### Local utilization

11 x 11 tiles, from white (low) to dark blue (high), 0 to 100% covered.
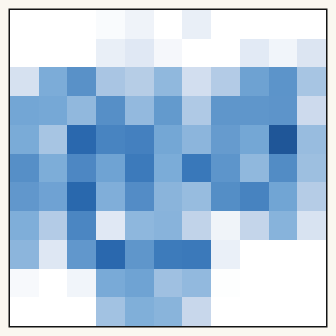
### Cells coloured by class

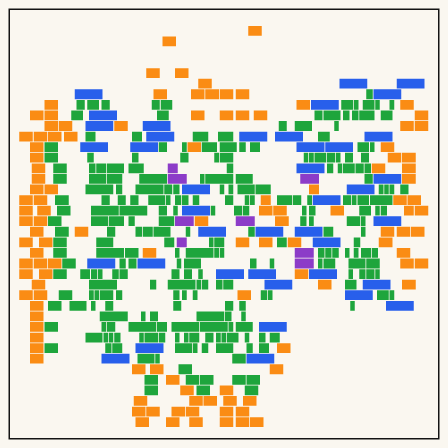
### Where the registers sit

Scale bar: 20 um.
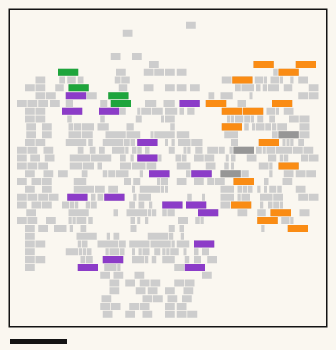
### M3 wires

Scale bar: 20 um.
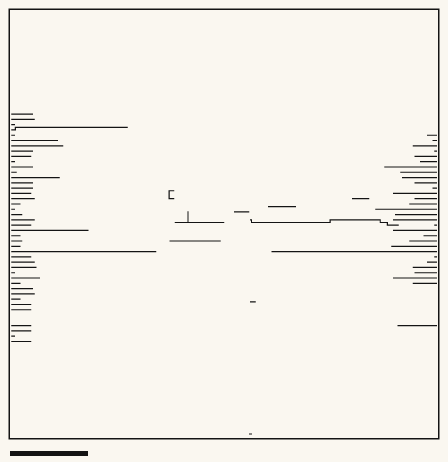
### Placement view

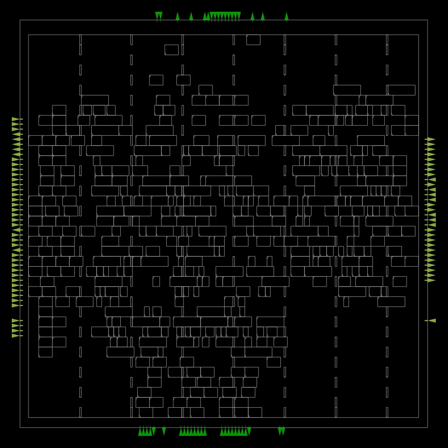
## config.mk

```make
export PLATFORM = sky130hd
export DESIGN_NAME = approx_add_sched_flat
export DESIGN_NICKNAME = d
export VERILOG_FILES = /design/src/rtl/approx_add_pkg.sv /design/src/rtl/approx_add_sched_if.sv /design/src/rtl/approx_rc_adder_k.sv /design/src/rtl/approx_add_sched.sv /design/src/flat_wrapper.sv
export SDC_FILE = /design/constraint.sdc
export NUM_CORES = 1
export LEC_CHECK = 0
export CORE_MARGIN = 2
export CORE_UTILIZATION = 25
export CTS_BUF_LIST = sky130_fd_sc_hd__clkbuf_8
export CTS_CLUSTER_DIAMETER = 120
export DETAILED_ROUTE_END_ITERATION = 12
export SLEW_MARGIN = 20
export SYNTH_ARGS = -nofsm -noshare
export SYNTH_HDL_FRONTEND = slang
export SYNTH_SLANG_ARGS = --single-unit
```

## constraint.sdc

```tcl
create_clock -name clk -period 12.9 [get_ports clk]
set_input_delay 3.87 -clock clk [delete_from_list [all_inputs] [get_ports clk]]
set_output_delay 3.87 -clock clk [all_outputs]
set_load 0.005 [all_outputs]
```

## src/rtl/approx_add_pkg.sv

```systemverilog
// approx_add_pkg: shared widths, reset depth and types for the approximate adder scheduler.
package approx_add_pkg;
    localparam int WIDTH = 16;
    localparam int KW = 4;
    localparam int CW = 16;
    localparam logic [KW-1:0] K_RST = KW'(WIDTH - 1);
    typedef logic tag_t;
    typedef enum logic {EMPTY, FULL} state_t;
endpackage

```

## src/rtl/approx_add_sched_if.sv

```systemverilog
// approx_add_sched_if: requester, config and result signals of the shared adder scheduler.
interface approx_add_sched_if import approx_add_pkg::*; ();
    logic [1:0] req_valid;
    logic [1:0] req_ready;
    logic [2*WIDTH-1:0] req_a;
    logic [2*WIDTH-1:0] req_b;
    logic cfg_we;
    logic [KW-1:0] cfg_k;
    logic [KW-1:0] cur_k;
    logic out_valid;
    logic out_ready;
    logic [WIDTH:0] out_sum;
    tag_t out_tag;
    logic [CW-1:0] op_count;
    modport master (
        output req_valid, req_a, req_b, cfg_we, cfg_k, out_ready,
        input req_ready, cur_k, out_valid, out_sum, out_tag, op_count
    );
    modport slave (
        input req_valid, req_a, req_b, cfg_we, cfg_k, out_ready,
        output req_ready, cur_k, out_valid, out_sum, out_tag, op_count
    );
endinterface

```

## src/rtl/approx_rc_adder_k.sv

```systemverilog
// approx_rc_adder_k: ripple adder with OR-cells below bit k_i and exact full adders from bit k_i up.
module approx_rc_adder_k import approx_add_pkg::*; (
    input  logic [WIDTH-1:0] a_i,
    input  logic [WIDTH-1:0] b_i,
    input  logic [KW-1:0]    k_i,
    output logic [WIDTH:0]   sum_o
);
    logic cy;
    logic ci;
    always_comb begin
        cy = 1'b0;
        ci = 1'b0;
        sum_o = '0;
        for (int i = 0; i < WIDTH; i++) begin
            // the exact region starts fresh: no carry leaks out of the OR-cells
            ci = (i <= int'(k_i)) ? 1'b0 : cy;
            sum_o[i] = (i < int'(k_i)) ? (a_i[i] | b_i[i]) : (a_i[i] ^ b_i[i] ^ ci);
            cy = (i < int'(k_i)) ? 1'b0 : ((a_i[i] & b_i[i]) | (ci & (a_i[i] ^ b_i[i])));
        end
        sum_o[WIDTH] = cy;
    end
endmodule

```

## src/rtl/approx_add_sched.sv

```systemverilog
// approx_add_sched: round-robin sharing of one approximate adder between two requesters,
// with run-time depth config, a tagged result register and an accepted-op counter.
module approx_add_sched import approx_add_pkg::*; (
    input logic clk,
    input logic rst,
    approx_add_sched_if.slave bus
);
    state_t state_q, state_d;
    logic [WIDTH:0] sum_q, sum_d;
    tag_t tag_q, tag_d;
    logic prio_q, prio_d;
    logic [KW-1:0] k_q, k_d;
    logic [CW-1:0] cnt_q, cnt_d;
    logic free;
    logic acc;
    tag_t g;
    logic [WIDTH-1:0] a;
    logic [WIDTH-1:0] b;
    logic [WIDTH:0] s;
    assign free = (state_q == EMPTY) || bus.out_ready;
    assign g = (&bus.req_valid) ? prio_q : bus.req_valid[1];
    assign acc = !rst && free && |bus.req_valid;
    assign bus.req_ready = acc ? (g ? 2'b10 : 2'b01) : 2'b00;
    assign a = g ? bus.req_a[WIDTH +: WIDTH] : bus.req_a[0 +: WIDTH];
    assign b = g ? bus.req_b[WIDTH +: WIDTH] : bus.req_b[0 +: WIDTH];
    approx_rc_adder_k u_add (
        .a_i(a),
        .b_i(b),
        .k_i(k_q),
        .sum_o(s)
    );
    always_comb begin
        state_d = acc ? FULL : (bus.out_ready ? EMPTY : state_q);
        sum_d = acc ? s : sum_q;
        tag_d = acc ? g : tag_q;
        prio_d = acc ? ~g : prio_q;
        cnt_d = cnt_q + CW'(acc);
        k_d = bus.cfg_we ? bus.cfg_k : k_q;
    end
    always_ff @(posedge clk) begin
        if (rst) begin
            state_q <= EMPTY;
            sum_q <= '0;
            tag_q <= 1'b0;
            prio_q <= 1'b0;
            k_q <= K_RST;
            cnt_q <= '0;
        end else begin
            state_q <= state_d;
            sum_q <= sum_d;
            tag_q <= tag_d;
            prio_q <= prio_d;
            k_q <= k_d;
            cnt_q <= cnt_d;
        end
    end
    assign bus.out_valid = (state_q == FULL);
    assign bus.out_sum = sum_q;
    assign bus.out_tag = tag_q;
    assign bus.cur_k = k_q;
    assign bus.op_count = cnt_q;
endmodule

```

## src/flat_wrapper.sv

```systemverilog
// flat-port wrapper written by rule: the top's interface ports become plain ports
module approx_add_sched_flat import approx_add_pkg::*;
  (clk, rst, bus_req_valid, bus_req_a, bus_req_b, bus_cfg_we, bus_cfg_k, bus_out_ready, bus_req_ready, bus_cur_k, bus_out_valid, bus_out_sum, bus_out_tag, bus_op_count);
  approx_add_sched_if bus_i ();
  input logic clk;
  input logic rst;
  input wire logic [$bits(bus_i.req_valid)-1:0] bus_req_valid;
  input wire logic [$bits(bus_i.req_a)-1:0] bus_req_a;
  input wire logic [$bits(bus_i.req_b)-1:0] bus_req_b;
  input wire logic [$bits(bus_i.cfg_we)-1:0] bus_cfg_we;
  input wire logic [$bits(bus_i.cfg_k)-1:0] bus_cfg_k;
  input wire logic [$bits(bus_i.out_ready)-1:0] bus_out_ready;
  output wire logic [$bits(bus_i.req_ready)-1:0] bus_req_ready;
  output wire logic [$bits(bus_i.cur_k)-1:0] bus_cur_k;
  output wire logic [$bits(bus_i.out_valid)-1:0] bus_out_valid;
  output wire logic [$bits(bus_i.out_sum)-1:0] bus_out_sum;
  output wire logic [$bits(bus_i.out_tag)-1:0] bus_out_tag;
  output wire logic [$bits(bus_i.op_count)-1:0] bus_op_count;
  assign bus_i.req_valid = bus_req_valid;
  assign bus_i.req_a = bus_req_a;
  assign bus_i.req_b = bus_req_b;
  assign bus_i.cfg_we = bus_cfg_we;
  assign bus_i.cfg_k = bus_cfg_k;
  assign bus_i.out_ready = bus_out_ready;
  assign bus_req_ready = bus_i.req_ready;
  assign bus_cur_k = bus_i.cur_k;
  assign bus_out_valid = bus_i.out_valid;
  assign bus_out_sum = bus_i.out_sum;
  assign bus_out_tag = bus_i.out_tag;
  assign bus_op_count = bus_i.op_count;
  approx_add_sched u_core (.clk(clk), .rst(rst), .bus(bus_i));
endmodule
```

==> deck_impl_summary.md <==
Synthesis and Place & Route Summary

Min path
  • Worst hold path class: register to register

Global route
  • Total routing resource utilization after global routing: 13.1%
  • Number of antenna violations at the first check in global routing: 0
  • Met2 demand-to-capacity share in global routing: 23.5%

Placed design
  • Weighted congestion reported at the end of routability-driven placement: 0.755

Pwr
  • Power share of the sequential group: 42.4%
  • Int Power: 0.000236 W
  • Leakage power: 1.74 nW
  • Total power after layout: 0.000331 W
  • Ratio of total power to cell area: 79.0 mW/mm^2

Drt
  • Final ANT Viol Nets: 0
  • Drc violations: 0

Job
  • Max Cap Violations: 0

Clock network
  • Total clock buffers created by CTS: 5
  • Clock sink total: 40
  • Post-cts sizing count: 0

Final timing
  • Remaining max-slew budget at the tightest pin: 62.4%
  • Final number of max-transition violations: 0
  • Least-Margin Pin Slew: 563 ps

Worst setup path
  • Dominant cell type by count on the critical path: fa_1

Finish
  • Share of final-layout standard cells stronger than drive strength 1: 6.64%
  • Layout net count: 528
  • Storage cell area: 801 sq um
  • Design Area, Final: 0.00419 sq mm

Synthesis
  • Yosys warnings: 0
  • Unique masters post-synth: 38
  • Most frequently used flop master after synthesis: dfxtp_1
  • Average cell area after synthesis: 9.02 sq um
  • Chip area estimate from yosys synthesis: 0.00281 sq mm

Die
  • Height of the chip: 110 um
  • Total die area: 0.0121 sq mm
  • Placeable Area: 0.0109 sq mm

Outcome
  • Status: finished, final reports clean
About 'Local utilization':
- mean over tiles: 33%
- fullest tile: 85%
- nearly empty tiles: 23%
- tiles over 75% full: 3.3%

About 'Cells coloured by class':
- clock drivers and dummy loads: purple (cells 8; share of their area 2.4%)
- remaining logic cells: green (cells 257; share of their area 49%)
- remaining buffers and delay cells: orange (cells 117; share of their area 29%)
- registers: blue (cells 40; share of their area 20%)

About 'Where the registers sit':
- u_core.bus.out_sum: purple (sequential cells 17)
- u_core.bus.op_count: orange (sequential cells 16)
- u_core.bus.cur_k: green (sequential cells 4; where north-west)
- not coloured: 3

About 'M3 wires':
- share of all routed wire: 7.7%
- main direction: horizontal
met3 Track Usage GR: 3.17%
vias: 2510
total routed wirelength: 7610 um

About 'Placement view':
proportion of cell area occupied by registers: 19.1%
Std-Cell Rows: 38
final non-filler cell total: 562
fin util: 38.5%
num tapcells: 140

[power groups by stage]
stage / sequential, W / clock [W] / combinational (W)
floorplan: 0.000141 / 0 / 0.0000495
global placement: 0.000143 / 0 / 0.000101
detailed placement: 0.000143 / 0 / 0.000103
CTS: 0.000141 / 0.0000933 / 0.000104
global route: 0.000142 / 0.0000992 / 0.000115
finish: 0.000140 / 0.0000894 / 0.000101
[path summary, 6_finish.rpt]
path,slack [ps],endpoint,startpoint
worst min-delay path,460,u_core.bus.out_sum[7],u_core.bus.out_sum[7]
worst min register to register,460,u_core.bus.out_sum[7],u_core.bus.out_sum[7]
worst max register to register,5310,u_core.bus.out_sum[15],u_core.prio_q
worst max-delay path,1520,u_core.bus.out_sum[15],bus_req_valid[0]
[registers in the layout, summed over array words and instances (netlist names)]
name	cells
u_core.bus.out_tag	1
u_core.bus.cur_k	4
u_core.prio_q	1
u_core.bus.op_count	16
u_core.bus.out_valid	1
u_core.bus.out_sum	17
[logic make-up (layout without fill, tap and decap cells)]
group / after synthesis / after routing / synth area share, %
simple gates: 106 / 106 / 20.7
compound gates: 42 / 42 / 8.36
flops: 40 / 40 / 28.5
buf+inv: 40 / 150 / 5.78
mux: 39 / 39 / 14.3
fa+ha+maj: 33 / 33 / 18.7
xor+xnor: 12 / 12 / 3.74
[per-layer routing]
layer  up-vias  wire (um)
li1       1266          -
met1      1152       3260
met2        88       3700
met3         4        584
met4         0         60
met5         -          0
[cell usage in the layout (no fill, tap or decap), types with 7 or more instances in the layout]
master           Yosys  layout
nand3_1              7       7
inv_1               24      24
ha_1                18      18
nor2b_1              7       7
xor2_1               7       7
fa_1                15      15
mux2i_1             30      30
nor2_1              24      24
nand2_1             17      17
dfxtp_1             40      40
and2_1              10      10
a21oi_1             14      14
nand3b_1            14      14
o21ai_0             19      19
clkdlybuf4s50_1      0     114
mux2_2               9       9
[layout make-up]
class / count / share of cell area, %
tap: 140 / 4.18
inverter: 25 / 2.24
multi-input combinational: 232 / 44.4
sequential: 40 / 19.1
clock buffer: 6 / 1.97
clock inverter: 2 / 0.358
timing repair buffer: 117 / 27.8
[metrics by stage]
stage,cells,util (%)
2_1_floorplan,312,-
3_3_place_gp,554,37.6
3_5_place_dp,554,37.6
4_1_cts,562,38.5
5_1_grt,562,38.5
6_report,562,38.5
[critical path, delay by kind of cell]
kind            cells  cell delay [ps]
compound gates      2              290
mux                 1              310
simple gates       15             1730
fa+ha+maj          15             4230
buf+inv             4             1130
[cells in the mapped netlist (7+ instances only)]
cell / n / area [sq um]
fa_1: 15 / 300
nand2_1: 17 / 63.8
nand3b_1: 14 / 105
o21ai_0: 19 / 95.1
clkbuf_1: 9 / 33.8
nand3_1: 7 / 35.0
a21oi_1: 14 / 70.1
dfxtp_1: 40 / 801
ha_1: 18 / 225
inv_1: 24 / 90.1
xor2_1: 7 / 61.3
mux2_2: 9 / 101
mux2i_1: 30 / 300
nor2_1: 24 / 90.1
nor2b_1: 7 / 43.8
and2_1: 10 / 62.6
Power is estimated from default activity; no workload was simulated.
